## src/rtl/z80_jp_sequencer.sv

```systemverilog
// z80_jp_sequencer: operand M-cycles (M2/M3) of JP nn (0xC3) and JP cc,nn.
// Reads nn low/high with 3-T memory reads, evaluates cc against F and issues
// one PC write in M3 T3.
// Optional build macro: Z80_SEQ_WAIT_EN adds wait_n-driven Tw states.

`ifndef CYCLE_NONE
`define CYCLE_NONE 3'd0
`endif
`ifndef CYCLE_RDWR_MEM
`define CYCLE_RDWR_MEM 3'd1
`endif

module z80_jp_sequencer (
   input  logic        clk,
   input  logic        reset_n,
   input  logic        start,
   input  logic [7:0]  opcode,
   input  logic [15:0] pc_in,
   input  logic [7:0]  flags,
   input  logic [7:0]  data_in,
   input  logic        wait_n,
   output logic        busy,
   output logic        mem_rd,
   output logic [15:0] addr,
   output logic [2:0]  mcycle_type,
   output logic [2:0]  tstate,
   output logic        pc_we,
   output logic [15:0] pc_out,
   output logic        done,
   output logic        unsupported
);

   localparam int unsigned AW = 16;
   localparam int unsigned DW = 8;
   localparam int unsigned TW = 3;

   localparam logic [TW-1:0] T_IDLE = 3'd0;
   localparam logic [TW-1:0] T_1    = 3'd1;
   localparam logic [TW-1:0] T_2    = 3'd2;
   localparam logic [TW-1:0] T_3    = 3'd3;
   localparam logic [TW-1:0] T_W    = 3'd4;

   // F register bit positions
   localparam int unsigned F_S  = 7;
   localparam int unsigned F_Z  = 6;
   localparam int unsigned F_PV = 2;
   localparam int unsigned F_C  = 0;

   typedef enum logic [1:0] {
      S_IDLE = 2'd0,
      S_M2   = 2'd1,
      S_M3   = 2'd2
   } state_e;

   state_e          state_q;
   logic [TW-1:0]   tstate_q;
   logic [AW-1:0]   pc_q;
   logic [DW-1:0]   lo_q;
   logic            uncond_q;
   logic [2:0]      cc_q;
   logic            busy_q;
   logic            mem_rd_q;
   logic [AW-1:0]   addr_q;
   logic [2:0]      mcyc_q;
   logic            unsupported_q;

   logic            is_jp_c;
   logic            is_jp_uncond_c;
   logic            in_m3_t3_c;
   logic            flag_c;
   logic            taken_c;
   logic            wait_req_c;

   // Opcode decode: JP nn and JP cc,nn (11ccc010)
   assign is_jp_uncond_c = (opcode == 8'hC3);
   assign is_jp_c        = is_jp_uncond_c ||
                           ((opcode[7:6] == 2'b11) && (opcode[2:0] == 3'b010));

   // Wait request seen on the edge ending T2 / Tw
`ifdef Z80_SEQ_WAIT_EN
   assign wait_req_c = ~wait_n;
   logic unused_bits;
   assign unused_bits = ^{flags[5:3], flags[1]};
`else
   assign wait_req_c = 1'b0;
   logic unused_bits;
   assign unused_bits = ^{flags[5:3], flags[1], wait_n};
`endif

   // Condition evaluation: cc[2:1] selects the flag, cc[0] selects its polarity
   always_comb begin
      flag_c = 1'b0;
      unique case (cc_q[2:1])
         2'b00:   flag_c = flags[F_Z];
         2'b01:   flag_c = flags[F_C];
         2'b10:   flag_c = flags[F_PV];
         default: flag_c = flags[F_S];
      endcase
      taken_c = uncond_q | (cc_q[0] ? flag_c : ~flag_c);
   end

   // PC write happens combinationally in M3 T3 with the high byte on data_in
   assign in_m3_t3_c = (state_q == S_M3) && (tstate_q == T_3);

   always_comb begin
      pc_out = '0;
      if (in_m3_t3_c) begin
         pc_out = taken_c ? {data_in, lo_q} : AW'(pc_q + 16'd3);
      end
   end

   assign pc_we = in_m3_t3_c;
   assign done  = in_m3_t3_c;

   // Sequencer FSM with registered bus-side outputs
   always_ff @(posedge clk or negedge reset_n) begin
      if (!reset_n) begin
         state_q       <= S_IDLE;
         tstate_q      <= T_IDLE;
         pc_q          <= '0;
         lo_q          <= '0;
         uncond_q      <= 1'b0;
         cc_q          <= '0;
         busy_q        <= 1'b0;
         mem_rd_q      <= 1'b0;
         addr_q        <= '0;
         mcyc_q        <= `CYCLE_NONE;
         unsupported_q <= 1'b0;
      end else begin
         unsupported_q <= 1'b0;
         unique case (state_q)
            S_IDLE: begin
               if (start) begin
                  if (is_jp_c) begin
                     pc_q     <= pc_in;
                     uncond_q <= is_jp_uncond_c;
                     cc_q     <= opcode[5:3];
                     state_q  <= S_M2;
                     tstate_q <= T_1;
                     busy_q   <= 1'b1;
                     mem_rd_q <= 1'b1;
                     addr_q   <= AW'(pc_in + 16'd1);
                     mcyc_q   <= `CYCLE_RDWR_MEM;
                  end else begin
                     unsupported_q <= 1'b1;
                  end
               end
            end
            S_M2, S_M3: begin
               unique case (tstate_q)
                  T_1: begin
                     tstate_q <= T_2;
                  end
                  T_2, T_W: begin
                     if (wait_req_c) begin
                        tstate_q <= T_W;
                     end else begin
                        tstate_q <= T_3;
                        mem_rd_q <= 1'b0;
                     end
                  end
                  T_3: begin
                     if (state_q == S_M2) begin
                        lo_q     <= data_in;
                        state_q  <= S_M3;
                        tstate_q <= T_1;
                        mem_rd_q <= 1'b1;
                        addr_q   <= AW'(pc_q + 16'd2);
                     end else begin
                        state_q  <= S_IDLE;
                        tstate_q <= T_IDLE;
                        busy_q   <= 1'b0;
                        mem_rd_q <= 1'b0;
                        addr_q   <= '0;
                        mcyc_q   <= `CYCLE_NONE;
                     end
                  end
                  default: begin
                     state_q  <= S_IDLE;
                     tstate_q <= T_IDLE;
                     busy_q   <= 1'b0;
                     mem_rd_q <= 1'b0;
                     addr_q   <= '0;
                     mcyc_q   <= `CYCLE_NONE;
                  end
               endcase
            end
            default: begin
               state_q  <= S_IDLE;
               tstate_q <= T_IDLE;
               busy_q   <= 1'b0;
               mem_rd_q <= 1'b0;
               addr_q   <= '0;
               mcyc_q   <= `CYCLE_NONE;
            end
         endcase
      end
   end

   assign busy        = busy_q;
   assign mem_rd      = mem_rd_q;
   assign addr        = addr_q;
   assign mcycle_type = mcyc_q;
   assign tstate      = tstate_q;
   assign unsupported = unsupported_q;

endmodule

```

## config.mk

```make
export PLATFORM = sky130hd
export DESIGN_NAME = z80_jp_sequencer
export DESIGN_NICKNAME = d
export VERILOG_FILES = /design/src/rtl/z80_jp_sequencer.sv
export SDC_FILE = /design/constraint.sdc
export NUM_CORES = 1
export LEC_CHECK = 0
export CORE_ASPECT_RATIO = 0.8
export CORE_UTILIZATION = 44
export DETAILED_ROUTE_END_ITERATION = 6
export GPL_ROUTABILITY_DRIVEN = 0
export PLACE_DENSITY = 0.82
export SLEW_MARGIN = 20
export SYNTH_ARGS = -nofsm -noshare
export SYNTH_HDL_FRONTEND = slang
export SYNTH_SLANG_ARGS = --single-unit
```

## constraint.sdc

```tcl
create_clock -name clk -period 2.2 [get_ports clk]
set_input_delay 0.33 -clock clk [delete_from_list [all_inputs] [get_ports clk]]
set_output_delay 0.33 -clock clk [all_outputs]
set_load 0.03 [all_outputs]
```

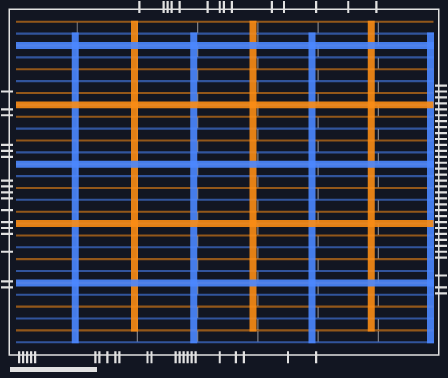
Fig. 1. PDN straps and rails (run 1).
Bar = 20 um. Pins as bars on the die edge. Tap cells in grey.
| net | colour |
|---|---|
| VDD | orange |
| VSS | blue |
met1 rails: 28
met4 straps: 7
die width: 98.1 um
VDD IR max: 0.000686 V
die height: 78.9 um

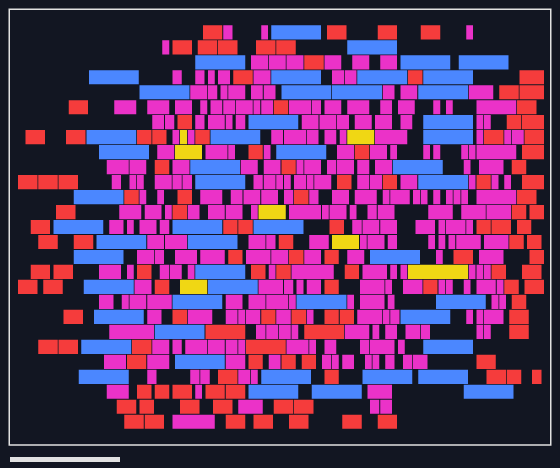
Fig. 2. Cells coloured by class (run 1).
Bar = 20 um.
| class | colour | cells |
|---|---|---|
| sequential cells | blue | 51 |
| remaining logic cells | magenta | 282 |
| clock drivers and dummy loads | yellow | 7 |
| remaining buffers and delay cells | red | 124 |
row count: 27
Util after Layout: 65.8%
core box area: 0.00703 mm2
Design Area, Final: 0.00463 mm2
flop share of the area: 27.6%

==> job_summary.md, run 1 <==
### Metrics collected by this job

| Metric | Value |
|---|---|
| DRC errors left | `8` |
| Flip-flops with a built-in enable | `0` |
| Failing checks | `design-rule violations, negative setup slack` |
| Switching pwr | `roughly 1900 uW` |
| Status | `complete, but fails checks` |
| Met2 Track Usage GR | `about 39%` |
| # diodes | `0` |
| Worst skew pair latency | `310 ps` |
| Worst R2R Start | `state_q[0]` |
| Hold Path Class | `in2async` |
| Ys cells | `around 350` |
| Clock root buffer master | `clkbuf_8` |
| TritonCTS Buffers | `5` |
| Fin. Hold Viols | `0` |
| Post-DP HPWL | `6.94 mm` |
| Top class by area | `multi-input combinational cells` |
| Mux area share | `under 10%` |
| Sequential share of power | `between 30 and 40%` |
| Remaining antenna violation count | `0` |
| Routed WL per cell | `between 15 and 20 um` |
| Final net count | `just over 500` |
| Cts repair resizes | `9` |
| Clock network power | `~640 uW` |
| MI comb cells | `~270` |
| Clk cell area share | `about 2.2%` |
| Clock share of power | `14.2%` |
| Reg2Reg Depth | `6` |
| Synth cell types | `around 45` |
| Yosys top cell by area | `dfrtp_1` |
| Final Setup Violations | `16` |
| Most Crowded Layer GR | `met2` |
| Placement Setup Slack | `-371 ps` |
| Comb power | `between 2000 and 2500 uW` |
| Xor+xnor area frac | `a little under an eighth` |
| Flops & latches, synth | `51` |
| Most frequent cell after synthesis | `dfrtp_1` |
| Placed cell count | `roughly 540` |
| WS Path Type | `reg2out` |
| Crit path DAT | `2250 ps` |
| Leak Pwr | `about 0.002 uW` |
| Setup ws final | `-381 ps` |
| Non-clock inverter count | `13` |
| Routing usage on met3 | `~4.4%` |
| Routed wire length | `between 9 and 10 mm` |
| Crit path time final | `~2600 ps` |
| Buffers excl. clock | `124` |
| Clk slew on worst S/H paths | `roughly 90 ps` |
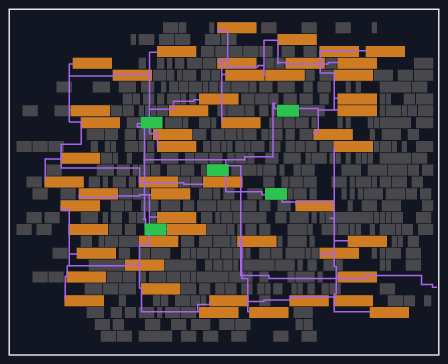
Fig. 3. Routed clock nets over the placement (run 1).
[flip-flops] orange | count: 51
[clock-net drivers] green | count: 5
[clock wires] purple | length: 648 um
flops lie: all over the die

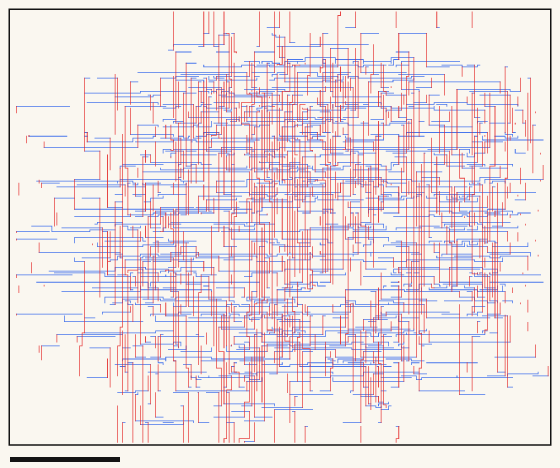
Fig. 4. Wiring by layer (run 1).
Bar = 20 um. Only two layers are drawn.
| layer | colour | wire length |
|---|---|---|
| M1 | blue | 4350 um |
| M2 | red | 4170 um |

==> run 2: changes to the inputs <==
Settings changed: CAP_MARGIN set to 15.
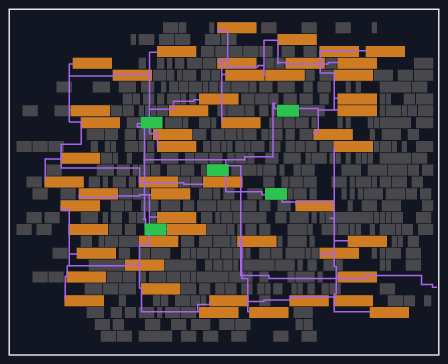
Fig. 5. Routed clock nets over the placement (run 2).
[clock-net drivers] green | count: 5
[flip-flops] orange | count: 51
[clock wires] purple | length: 648 um
routed clock nets: 6
flops lie: all over the die

==> job_summary.md, run 2 <==
### Metrics collected by this job

| Metric | Value |
|---|---|
| Buffers excl. clock | `124 (unchanged)` |
| Placed cell count | `542 (unchanged)` |
| Status | `complete, but fails checks` |
| Yosys top cell by area | `dfrtp_1` |
| Leak Pwr | `0.00198 uW (unchanged)` |
| Crit path time final | `2580 ps (unchanged)` |
| Flip-flops with a built-in enable | `0 (unchanged)` |
| Final net count | `519 (unchanged)` |
| Post-DP HPWL | `6.94 mm (unchanged)` |
| Synth Seq Share | `between 30% and 40%` |
| Switching pwr | `1850 uW (unchanged)` |
| Final Setup Violations | `16 (unchanged)` |
| DRC errors left | `8 (unchanged)` |
| Ys cells | `352 (unchanged)` |
| Flops & latches, synth | `51 (unchanged)` |
| Remaining antenna violation count | `0 (unchanged)` |
| Fin. Hold Viols | `0 (unchanged)` |
| Die height | `78.9 um (unchanged)` |
| Xor+xnor area frac | `11.3% (unchanged)` |
| Cts repair resizes | `9 (unchanged)` |
| Failing checks | `design-rule violations, negative setup slack` |
| TritonCTS Buffers | `5 (unchanged)` |
| WS Path Type | `reg2out` |
| FF-to-FF setup slack | `between 100 and 150 ps` |
| Mux area share | `7.78% (unchanged)` |
| Worst R2R Start | `state_q[0]` |
| Setup ws final | `-381 ps (unchanged)` |
| Clk cell area share | `2.22% (unchanged)` |
| Worst skew pair latency | `310 ps (about the same)` |
| Non-clock inverter count | `13 (unchanged)` |
| Core box area | `0.00703 mm2 (unchanged)` |
| VDD IR max | `0.000686 V (unchanged)` |
| Comb power | `2340 uW (about the same)` |
| Clock network power | `640 uW (about the same)` |
| Util after Layout | `65.8% (unchanged)` |
| MI comb cells | `269 (unchanged)` |
| Crit path DAT | `2250 ps (about the same)` |
| Top class by area | `multi-input combinational cells` |
| Sequential share of power | `33.8% (about the same)` |
| Clock share of power | `14.2% (about the same)` |
| Row count | `27 (unchanged)` |
| Met2 Track Usage GR | `39.2% (unchanged)` |
Fig. 6: run 2, PDN straps and rails
Bar = 20 um. Pins as bars on the die edge. Tap cells in grey.
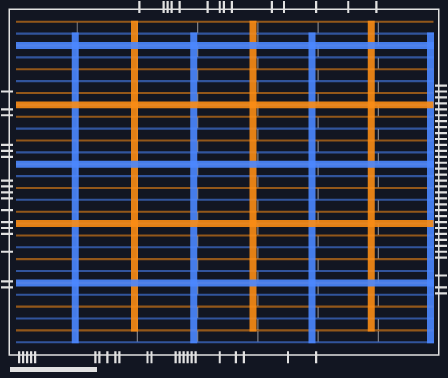

==> run 3: changes to the inputs <==
Settings changed: CORE_UTILIZATION 44 to 30, PLACE_DENSITY 0.82 to 0.54.
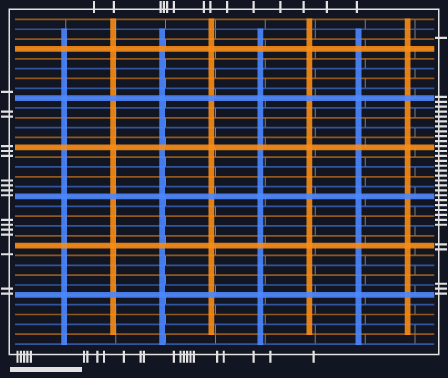
Fig. 7. PDN straps and rails (run 3).
Bar = 20 um. Pins as bars on the die edge. Tap cells in grey.
| net | colour |
|---|---|
| VDD | orange |
| VSS | blue |
met4 straps: 8
signal pins: 87
met1 rails: 34
tap cells: 140
rows: 33

==> job_summary.md, run 3 <==
### Metrics collected by this job

| Metric | Value |
|---|---|
| Status | `complete, but fails checks` |
| Failing checks | `negative setup slack` |
| Ys cells | `352 (unchanged)` |
| Flip-flops with a built-in enable | `0 (unchanged)` |
| Mux area share | `7.78% (unchanged)` |
| Comb power | `2770 uW (+18%)` |
| Cts repair resizes | `38 (+29)` |
| TritonCTS Buffers | `5 (unchanged)` |
| Remaining antenna violation count | `0 (unchanged)` |
| Crit path time final | `2620 ps (+35.4 ps)` |
| Fin. Hold Viols | `0 (unchanged)` |
| Mapped Avg Cell Area | `around 9.2 um2` |
| Crit path DAT | `2290 ps (+40 ps)` |
| # hold bufs at CTS | `1` |
| WS Path Type | `reg2out` |
| Worst R2R Start | `state_q[0]` |
| Leak Pwr | `0.00212 uW (+7.0%)` |
| Top class by area | `multi-input combinational cells` |
| Worst skew pair latency | `290 ps (-20 ps)` |
| Clk cell area share | `3.35% (+1.1 points)` |
| Setup ws final | `-416 ps (-35.4 ps)` |
| Top cells by count, synth | `dfrtp_1, nand2_1, nor2_1, xnor2_1, mux2_2` |
| Clock network power | `887 uW (+39%)` |
| Non-clock inverter count | `13 (unchanged)` |
| Buffers excl. clock | `139 (+12%)` |
| Switching pwr | `2050 uW (+11%)` |
| Clock share of power | `17.1% (+2.9 points)` |
| Sequential share of power | `29.5% (-4.3 points)` |
| CTS tree | `built` |
| Synth Seq Share | `39.3% (unchanged)` |
| Xor+xnor area frac | `11.3% (unchanged)` |
| Die height | `95.1 um (+21%)` |
| VDD IR max | `0.000508 V (-26%)` |
| Final Setup Violations | `16 (unchanged)` |
| FF-to-FF setup slack | `140 ps (+20 ps)` |
| Flops & latches, synth | `51 (unchanged)` |
| DRC errors left | `0 (-8)` |
| Post-DP HPWL | `7.61 mm (+9.7%)` |
| Final net count | `534 (+2.9%)` |
| Util after Layout | `48.4% (-17 points)` |
| MI comb cells | `269 (unchanged)` |
| Row count | `33 (+22%)` |
| Met2 Track Usage GR | `27.5% (-12 points)` |
No activity file was given, so power comes from the tool's default toggle rates.
